Where the registers sit:
Scale bar: 10 µm. Other sequential cells in the stronger grey, the rest of the logic in the fainter grey.
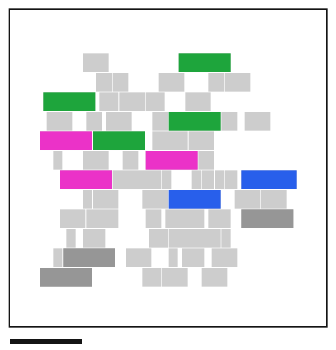
Routed clock nets over the placement:
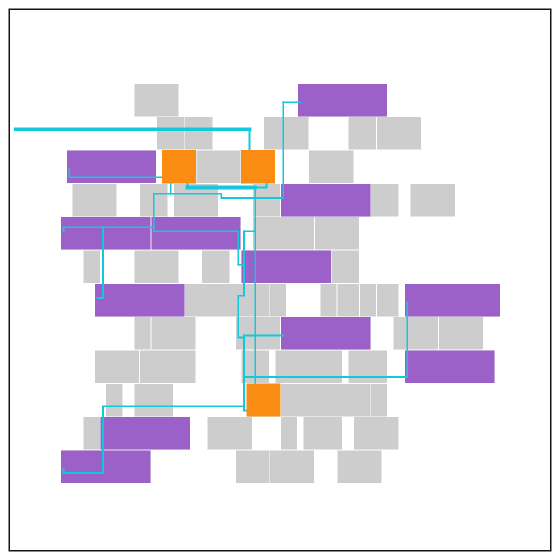
## config.mk

```make
export PLATFORM = sky130hd
export DESIGN_NAME = deser_4b
export DESIGN_NICKNAME = d
export VERILOG_FILES = /design/src/rtl/deser_4b.sv
export SDC_FILE = /design/constraint.sdc
export NUM_CORES = 1
export LEC_CHECK = 0
export ABC_AREA = 0
export CAP_MARGIN = 15
export CORE_MARGIN = 4
export CORE_UTILIZATION = 40
export CTS_CLUSTER_DIAMETER = 30
export DETAILED_ROUTE_END_ITERATION = 16
export MAX_ROUTING_LAYER = met4
export PLACE_DENSITY = 0.67
export SLEW_MARGIN = 20
export SYNTH_ARGS = -nofsm -noshare
export SYNTH_HDL_FRONTEND = slang
export SYNTH_SLANG_ARGS = --single-unit
export TNS_END_PERCENT = 50
```

## constraint.sdc

```tcl
create_clock -name clk -period 1.75 [get_ports clk]
set_input_delay 0.175 -clock clk [delete_from_list [all_inputs] [get_ports clk]]
set_output_delay 0.175 -clock clk [all_outputs]
set_load 0.01 [all_outputs]
```

## src/rtl/deser_4b.sv

```systemverilog
// deser_4b: serial-to-parallel front end for the Reg_4b datapath register.
// Collects a start-framed serial bit stream into an NBITS-wide word and
// pulses out_en for one cycle when the word is complete. A start seen
// mid-frame restarts collection and pulses abort. All outputs are either
// registered or decoded from state, so there is no combinational path
// from the inputs to the outputs.
module deser_4b #(
    parameter int NBITS     = 4,
    parameter bit MSB_FIRST = 1'b1
) (
    input  logic             clk,
    input  logic             reset,
    input  logic             start,
    input  logic             bit_val,
    input  logic             bit_in,
    output logic             out_en,
    output logic [NBITS-1:0] out_data,
    output logic             busy,
    output logic             abort
);

    localparam int            CW   = $clog2(NBITS);
    localparam logic [CW-1:0] LAST = CW'(NBITS - 1);

    typedef enum logic [1:0] {IDLE, SHIFT, DONE} state_t;

    state_t           state;
    state_t           state_nxt;
    logic [CW-1:0]    count;
    logic [NBITS-1:0] shreg;
    logic [NBITS-1:0] shreg_shift;
    logic             last_bit;

    // Next shift-register value; bit order is fixed at elaboration time.
    always_comb begin
        if (MSB_FIRST)
            shreg_shift = {shreg[NBITS-2:0], bit_in};
        else
            shreg_shift = {bit_in, shreg[NBITS-1:1]};
    end

    // The frame's final bit; a simultaneous start wins and restarts instead.
    assign last_bit = (state == SHIFT) && !start && bit_val && (count == LAST);

    // State register.
    always_ff @(posedge clk) begin
        if (reset) state <= IDLE;
        else       state <= state_nxt;
    end

    // Next-state logic.
    always_comb begin
        state_nxt = state;
        case (state)
            IDLE:    if (start) state_nxt = SHIFT;
            SHIFT:   if (start) state_nxt = SHIFT;
                     else if (last_bit) state_nxt = DONE;
            DONE:    state_nxt = start ? SHIFT : IDLE;
            default: state_nxt = IDLE;
        endcase
    end

    // Datapath: bit counter, shift register, captured word and abort pulse.
    // out_data only ever loads a fully shifted word, so partial frames never
    // become visible downstream.
    always_ff @(posedge clk) begin
        if (reset) begin
            count    <= '0;
            shreg    <= '0;
            out_data <= '0;
            abort    <= 1'b0;
        end else begin
            abort <= 1'b0;
            case (state)
                SHIFT: begin
                    if (start) begin
                        count <= '0;
                        shreg <= '0;
                        abort <= 1'b1;
                    end else if (bit_val) begin
                        shreg <= shreg_shift;
                        if (count == LAST) begin
                            out_data <= shreg_shift;
                            count    <= '0;
                        end else begin
                            count <= count + 1'b1;
                        end
                    end
                end
                default: begin
                    // IDLE and DONE ignore bit_val; start opens a clean frame.
                    if (start) begin
                        count <= '0;
                        shreg <= '0;
                    end
                end
            endcase
        end
    end

    // Outputs decoded from state only.
    always_comb begin
        out_en = (state == DONE);
        busy   = (state == SHIFT);
    end

endmodule

```

==> results.txt <==
IO Port Bufs: 11
GRT Total Usage: 0.108
CP max FO: 5
clk root buf: clkbuf_4
Netlist Area Pre-Place: 520 µm²
sequential power share: 0.509
P_leak: 0.283 nW
grt ovf: 0
Yosys Chip Area: 520 µm²
syn nets: 55
CTS buffer count: 3
drt total wl: 863 µm
Die Area: 1940 µm²
OpenROAD warnings: 26
vias per inst: 4.75
share of layout cells above drive strength 1: 0.175
clock sink count: 12
hold depth: 2
clock power share: 0.403
CP Launch Type: register
Worst Hold Class: reg -> reg
worst clock skew: 2.57 ps
cell-internal power: 432 µW
Final GP Congestion: 0.652
CTS tree: done
post-DP HPWL: 633 µm
drt initial violations: 6
CTS Hold Bufs: 0
Die W: 44.1 µm
area grow syn2layout: 31.7%
post-layout minimum cycle time: 1570 ps
vias: 366
Row Count: 12
Setup Viol. Count Final: 0
Die Ht: 44.1 µm
first drt pass iteration count: 2
Synth Seq Share: 0.462
Cells after Synth: 49
# IOs: 12
WP data arrival: 1390 ps
WL/cell: 11.2 µm
number of global-route vias before repair: 343
Max-slew headroom: 0.756
Synth flops: 12
Slew Viols, Final: 0
status: complete, no violations
crit path DRT: 1570 ps
Final Net Count: 70
Init Core Util: 0.444
Max Clk Rate: 637 MHz
Back to the opening pictures, 'where the registers sit':
[green] out_data | flops: 4
[blue] state | flops: 2
[magenta] shreg | flops: 3
not coloured: 3

Back to the opening pictures, 'routed clock nets over the placement':
[purple] flip-flops | count: 12
[cyan] clock wires | length: 170 µm
[orange] clock drivers | count: 3
routed clock nets: 4

cell type report:
cell class | count | area [µm²] | share of cell area
Multi-Input combinational cell | 34 | 269 | 0.392
Timing Repair Buffer | 12 | 118 | 0.172
Sequential cell | 12 | 241 | 0.352
Tap cell | 14 | 17.5 | 0.0255
Inverter | 1 | 3.75 | 0.00547
Clock buffer | 4 | 36.3 | 0.0529
placed cells by master (no fill, tap or decap), drive strengths merged:
cell type and instances:
dfxtp 12, clkdlybuf4s50 11, nand2b 8, mux2i 8, nor2 6, clkbuf 4, nand2 2, nor4b 2
inv 1, and2b 1, nand3b 1, nor3b 1, or2 1, xor2 1, a21oi 1, o21ai 1
ha 1, buf 1
per-layer routing:
metal,routed length [µm],up-vias,part of all wire,global-route usage
met4,0,0,0,0.0542
met2,393,7,0.46,0.145
met3,54,0,0.063,0.0407
met1,415,168,0.48,0.138
met5,0,-,0,-
li1,-,191,-,-
registers in the layout, summed over array words and instances (netlist names):
signal / flops
out_data: 4
count: 2
shreg: 3
state: 2
abort: 1
stage by stage:
step | worst slack (ps) | total power, mW | instance area [µm²]
floorplan | 555 | 0.316 | 520
global placement | 208 | 0.338 | 648
detailed placement | 186 | 0.338 | 648
CTS | 73.0 | 0.563 | 684
global route | 94.4 | 0.582 | 686
finish | 181 | 0.556 | 686
critical path, cell delays in order, from the launching register on:
cell and delay [ps]:
dfxtp_2 390, inv_1 90, nor2_1 100, clkdlybuf4s50_1 530
cell usage after synthesis (all sizes together):
cell type,number,area share
a21oi,1,0.0096
and2b,1,0.017
clkbuf,2,0.014
dfxtp,12,0.46
ha,1,0.024
inv,1,0.0072
mux2i,8,0.15
nand2,2,0.014
nand2b,8,0.096
nand3b,1,0.038
nor2,6,0.043
nor3b,1,0.036
nor4b,2,0.046
o21ai,1,0.0096
or2,1,0.012
xor2,1,0.017
power groups by stage:
stage / clock, mW / combinational [mW] / sequential (mW)
after floorplan: 0 / 0.0271 / 0.289
after global placement: 0 / 0.0494 / 0.289
after detailed placement: 0 / 0.0492 / 0.289
after CTS: 0.231 / 0.0497 / 0.283
after global routing: 0.244 / 0.0542 / 0.284
final: 0.224 / 0.0490 / 0.283
timing repair:
| action | 4_1_cts | 5_1_grt |
|---|---|---|
| setup endpoints to repair | 0 | 1 |
| gates resized | 0 | 1 |
| endpoints found under the hold margin | 0 | 0 |
kinds of logic after synthesis:
kind of cell / after synthesis / synth area share
and+or+nand+nor: 22 / 0.303
adders and majority gates: 1 / 0.0240
DFF: 12 / 0.462
AOI/OAI and AO/OA: 2 / 0.0192
buffers and inverters: 3 / 0.0216
xor gates and xnor gates: 1 / 0.0168
muxes: 8 / 0.154
Power figures rest on the tool's default switching activity, not on a simulated workload.
